--- config.mk ---
export PLATFORM = sky130hd
export DESIGN_NAME = alu_pipe_core
export DESIGN_NICKNAME = d
export VERILOG_FILES = /design/src/rtl/alu_pipe_core.sv
export SDC_FILE = /design/constraint.sdc
export NUM_CORES = 1
export LEC_CHECK = 0
export ABC_CLOCK_PERIOD_IN_PS = 1900
export CORE_MARGIN = 4
export CORE_UTILIZATION = 38
export CTS_CLUSTER_SIZE = 16
export DETAILED_ROUTE_END_ITERATION = 16
export PLACE_DENSITY_LB_ADDON = 0.1
export SLEW_MARGIN = 10
export SYNTH_ARGS = -nofsm -noshare
export SYNTH_HDL_FRONTEND = slang
export SYNTH_SLANG_ARGS = --single-unit
--- constraint.sdc ---
create_clock -name clk -period 1.9 [get_ports clk]
set_input_delay 0.285 -clock clk [delete_from_list [all_inputs] [get_ports clk]]
set_output_delay 0.285 -clock clk [all_outputs]
set_load 0.05 [all_outputs]
--- src/rtl/alu_pipe_core.sv ---
// Two-stage pipelined 4-bit ALU (ADD/SUB/AND/XOR) with valid/ready on both sides.
// Define ALU_PIPE_STATS_EN to build the saturating op/carry statistics counters.
module alu_pipe_core #(
    parameter int unsigned CNT_W = 16
) (
    input  logic             clk,
    input  logic             rst_n,
    input  logic [3:0]       a,
    input  logic [3:0]       b,
    input  logic [1:0]       op,
    input  logic             in_valid,
    output logic             in_ready,
    output logic [3:0]       out,
    output logic             c,
    output logic             out_valid,
    input  logic             out_ready,
    output logic [CNT_W-1:0] op_cnt,
    output logic [CNT_W-1:0] carry_cnt
);

    logic       s1_valid_q, s1_valid_d;
    logic [3:0] s1_a_q, s1_a_d;
    logic [3:0] s1_b_q, s1_b_d;
    logic [1:0] s1_op_q, s1_op_d;
    logic [3:0] out_q, out_d;
    logic       c_q, c_d;
    logic       out_valid_q, out_valid_d;
    logic       s2_advance;
    logic [4:0] alu_res;

    assign s2_advance = !out_valid_q || out_ready;
    assign in_ready   = !s1_valid_q || s2_advance;

    always_comb begin
        alu_res = '0;
        unique case (s1_op_q)
            2'b00: alu_res = {1'b0, s1_a_q} + {1'b0, s1_b_q};
            2'b01: alu_res = {1'b0, s1_a_q} - {1'b0, s1_b_q};
            2'b10: alu_res = {1'b0, s1_a_q & s1_b_q};
            2'b11: alu_res = {1'b0, s1_a_q ^ s1_b_q};
            default: alu_res = '0;
        endcase
    end

    always_comb begin
        s1_valid_d  = s1_valid_q;
        s1_a_d      = s1_a_q;
        s1_b_d      = s1_b_q;
        s1_op_d     = s1_op_q;
        out_valid_d = out_valid_q;
        out_d       = out_q;
        c_d         = c_q;
        // S1 is either empty or draining into S2 whenever in_ready is high
        if (in_ready) begin
            s1_valid_d = in_valid;
            if (in_valid) begin
                s1_a_d  = a;
                s1_b_d  = b;
                s1_op_d = op;
            end
        end
        if (s2_advance) begin
            out_valid_d = s1_valid_q;
            if (s1_valid_q) begin
                out_d = alu_res[3:0];
                c_d   = alu_res[4];
            end
        end
    end

    always_ff @(posedge clk) begin
        if (!rst_n) begin
            s1_valid_q  <= 1'b0;
            s1_a_q      <= '0;
            s1_b_q      <= '0;
            s1_op_q     <= '0;
            out_valid_q <= 1'b0;
            out_q       <= '0;
            c_q         <= 1'b0;
        end else begin
            s1_valid_q  <= s1_valid_d;
            s1_a_q      <= s1_a_d;
            s1_b_q      <= s1_b_d;
            s1_op_q     <= s1_op_d;
            out_valid_q <= out_valid_d;
            out_q       <= out_d;
            c_q         <= c_d;
        end
    end

    assign out       = out_q;
    assign c         = c_q;
    assign out_valid = out_valid_q;

`ifdef ALU_PIPE_STATS_EN
    localparam logic [CNT_W-1:0] CntOne = {{(CNT_W-1){1'b0}}, 1'b1};

    logic [CNT_W-1:0] op_cnt_q, op_cnt_d;
    logic [CNT_W-1:0] carry_cnt_q, carry_cnt_d;

    always_comb begin
        op_cnt_d    = op_cnt_q;
        carry_cnt_d = carry_cnt_q;
        if (out_valid_q && out_ready) begin
            if (op_cnt_q != '1) begin
                op_cnt_d = op_cnt_q + CntOne;
            end
            if (c_q && (carry_cnt_q != '1)) begin
                carry_cnt_d = carry_cnt_q + CntOne;
            end
        end
    end

    always_ff @(posedge clk) begin
        if (!rst_n) begin
            op_cnt_q    <= '0;
            carry_cnt_q <= '0;
        end else begin
            op_cnt_q    <= op_cnt_d;
            carry_cnt_q <= carry_cnt_d;
        end
    end

    assign op_cnt    = op_cnt_q;
    assign carry_cnt = carry_cnt_q;
`else
    assign op_cnt    = '0;
    assign carry_cnt = '0;
`endif

endmodule
**Cell sizes after repair**

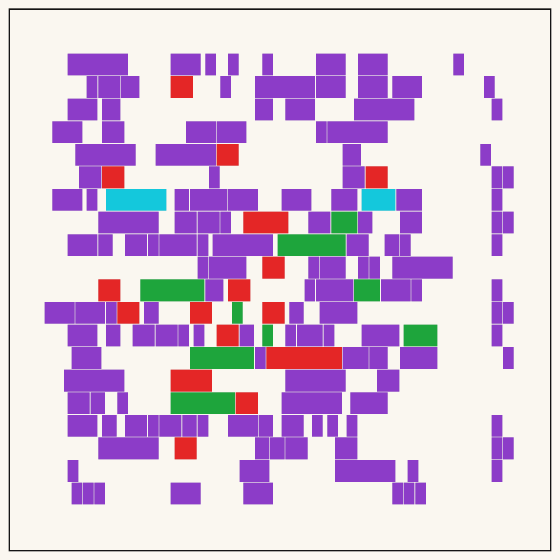
Key: x1 and smaller = purple [cells 148, share 85%, most used conb_1]; x2 = green [cells 9, share 5.1%, most used dfxtp_2]; x3 and x4 = red [cells 16, share 9.1%, most used buf_4]; x6 and larger = cyan [cells 2, share 1.1%]
Final Cell Area: 1500 um2
Area Growth Syn to Fin: 21.3%
PnR worst setup slack: -0.0658 ns
Non-clk bufs: 31

**Signal wires by layer**

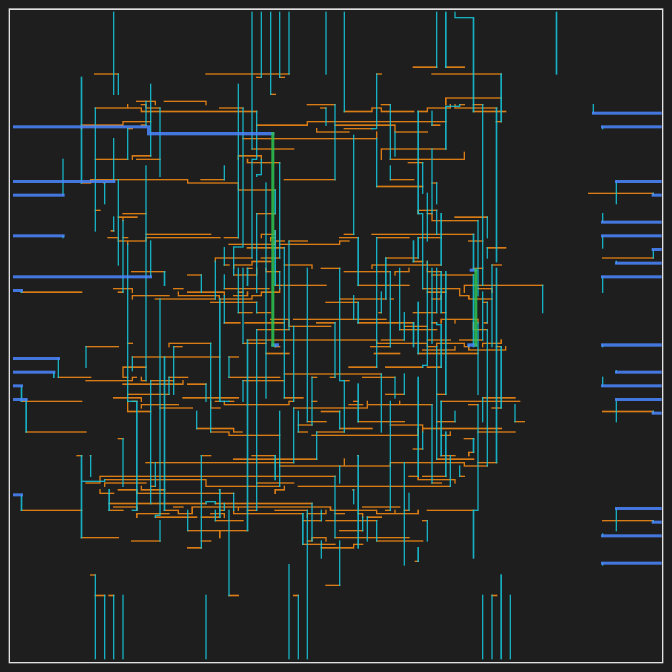
Key: M1 = orange [wire length 1080 um]; M3 = blue [wire length 150 um]; M4 = green [wire length 28.6 um]; M2 = cyan [wire length 1190 um]
routed len/inst: 11.2 um
Post-Route WL: 2440 um

==> flow_summary.toml <==
# yosys + openroad results
[setup_path]
setup.worst_path.start = "s1_b_q[0]$_SDFFE_PN0P_"
worstPathRequired_ns = 2.08
cp-end-kind = "flop"
rr_worst_depth = 8
path_class = "flop to flop"
endpoint = "c$_SDFFE_PN0P_"
setup.worst_path.start_class = "flop"

[grt]
grt_max_degree = 19
gr-usage-all-layers_pct = 12.2

[timing]
fmax_mhz = 509
hold_viol_final = 0
worst_slack_ns = -0.0658
setup_viol = 2
period_used_pct = 103
tightest_slew_ns = 0.611

[clock_tree]
path_clk_slew_ns = 0.11
postCtsHoldBufs = 0
cts_tree = "built"
cts_buffers = 3
cts_max_level = 1
cts.sinks = 17

[logic_synthesis]
yosys_warnings = 0
synth_seq_share_pct = 27.5
synth_stat.cells = 146
syn_inst = 146
ys_sh_simple_pct = 16.7

[outcome]
violations = "setup timing"
status = "finished, violations left"

[pwr]
p_sw_mw = 0.412
p_int_mw = 0.606

[route]
ant_nets = 0
remaining_drc_errors = 0

[placement]
placed_area_um2 = 1450
dpl.hpwl_um = 1950
post-place-ws_ns = -0.0878

[die]
chip_area_um2 = 4230
die_h_um = 65.0

[worst_hold_path]
worstHoldEndpoint = "c$_SDFFE_PN0P_"
hp-class = "flop to flop"
**Placement by cell class**

Fill, decap, tap and diode cells in grey.
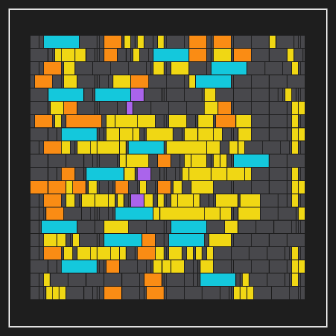
Key: registers = cyan [cells 17]; remaining buffers and delay cells = orange [cells 31]; clock drivers and dummy loads = purple [cells 4]; remaining logic cells = yellow [cells 123]
flop share of the area: 23.0%
core box area: 3080 um2
Rows: 20

**Cell outlines without signal wires**

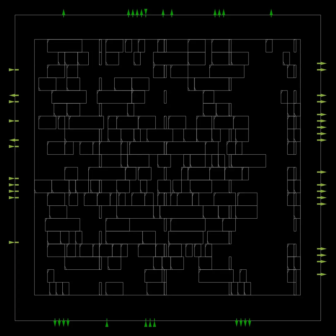
num sequential: 17
utilization after layout: 48.7%
Tap Count: 44
Fillers: 311

[power groups by stage]
stage	clock network, mW	logic, mW	registers [mW]
final	0.198	0.423	0.397
after detailed placement	0	0.414	0.406
after global placement	0	0.409	0.405
after CTS	0.209	0.423	0.398
after global routing	0.219	0.458	0.401
after floorplan	0	0.330	0.439
[per-layer routing]
| layer | global-route usage [%] | vias up | share of wire (%) | routed length, um |
|---|---|---|---|---|
| met5 | 0 | - | 0 | 0 |
| met4 | 5.18 | 0 | 1.1 | 28 |
| met3 | 2.08 | 4 | 6.1 | 149 |
| met2 | 21.5 | 31 | 49 | 1190 |
| met1 | 14.4 | 439 | 44 | 1080 |
| li1 | - | 486 | - | - |
[flip-flops by register name (all words and copies together) (netlist names)]
| signal | cells |
|---|---|
| s1_a_q | 4 |
| c | 1 |
| s1_b_q | 4 |
| s1_valid_q | 1 |
| out_valid | 1 |
| out | 4 |
| s1_op_q | 2 |
[worst max-delay path, cell delays in order (launching register included)]
cell	delay, ns
dfxtp_2	0.35
inv_2	0.04
ha_4	0.22
mux2_4	0.28
fa_2	0.35
or2b_1	0.24
a21oi_2	0.13
xor2_1	0.15
o22ai_1	0.09
[repair_timing]
item,CTS,global route
setup endpoints to repair,3,3
endpoints found under the hold margin,0,0
buffers inserted,1,0
pin swaps,3,1
resized,3,1
[cell usage after synthesis, drive strengths merged]
cell type | number | area share [%]
a21boi | 11 | 6.7
a21o | 1 | 0.71
a21oi | 2 | 0.81
and3b | 1 | 0.71
buf | 36 | 21
clkbuf | 1 | 0.30
conb | 1 | 0.30
dfxtp | 17 | 28
fa | 1 | 1.6
ha | 9 | 9.1
inv | 6 | 1.8
mux2 | 2 | 1.8
mux2i | 3 | 2.4
nand2 | 14 | 4.3
nand2b | 1 | 0.51
nand3 | 10 | 4.0
nand3b | 2 | 1.2
nor2 | 6 | 1.8
nor2b | 5 | 2.7
nor3 | 2 | 0.81
o211a | 2 | 1.6
o211ai | 3 | 1.8
o21a | 2 | 1.2
o21ai | 1 | 0.40
o22ai | 1 | 0.51
o311a | 1 | 0.81
or2b | 1 | 0.61
xnor2 | 2 | 1.4
xor2 | 2 | 1.4
[area by class of cell]
| class | count | area [um2] | share of cell area (%) |
|---|---|---|---|
| Sequential cell | 17 | 344 | 23.0 |
| Inverter | 6 | 22.5 | 1.50 |
| Timing Repair Buffer | 31 | 297 | 19.8 |
| Clock buffer | 4 | 26.3 | 1.75 |
| Tap cell | 44 | 55.1 | 3.67 |
| Multi-Input combinational cell | 117 | 754 | 50.3 |
[stage by stage]
stage / instances / setup TNS (ns) / util, % / hold WS (ns) / power, mW
floorplan: 177 / -0.0746 / - / 0.431 / 0.770
global placement: 214 / -0.0830 / 47.1 / 0.469 / 0.814
detailed placement: 214 / -0.217 / 47.1 / 0.471 / 0.819
CTS: 219 / -0.117 / 48.7 / 0.488 / 1.03
global route: 219 / -0.380 / 48.7 / 0.524 / 1.08
finish: 219 / -0.0836 / 48.7 / 0.482 / 1.02
Power is estimated from default activity; no workload was simulated.
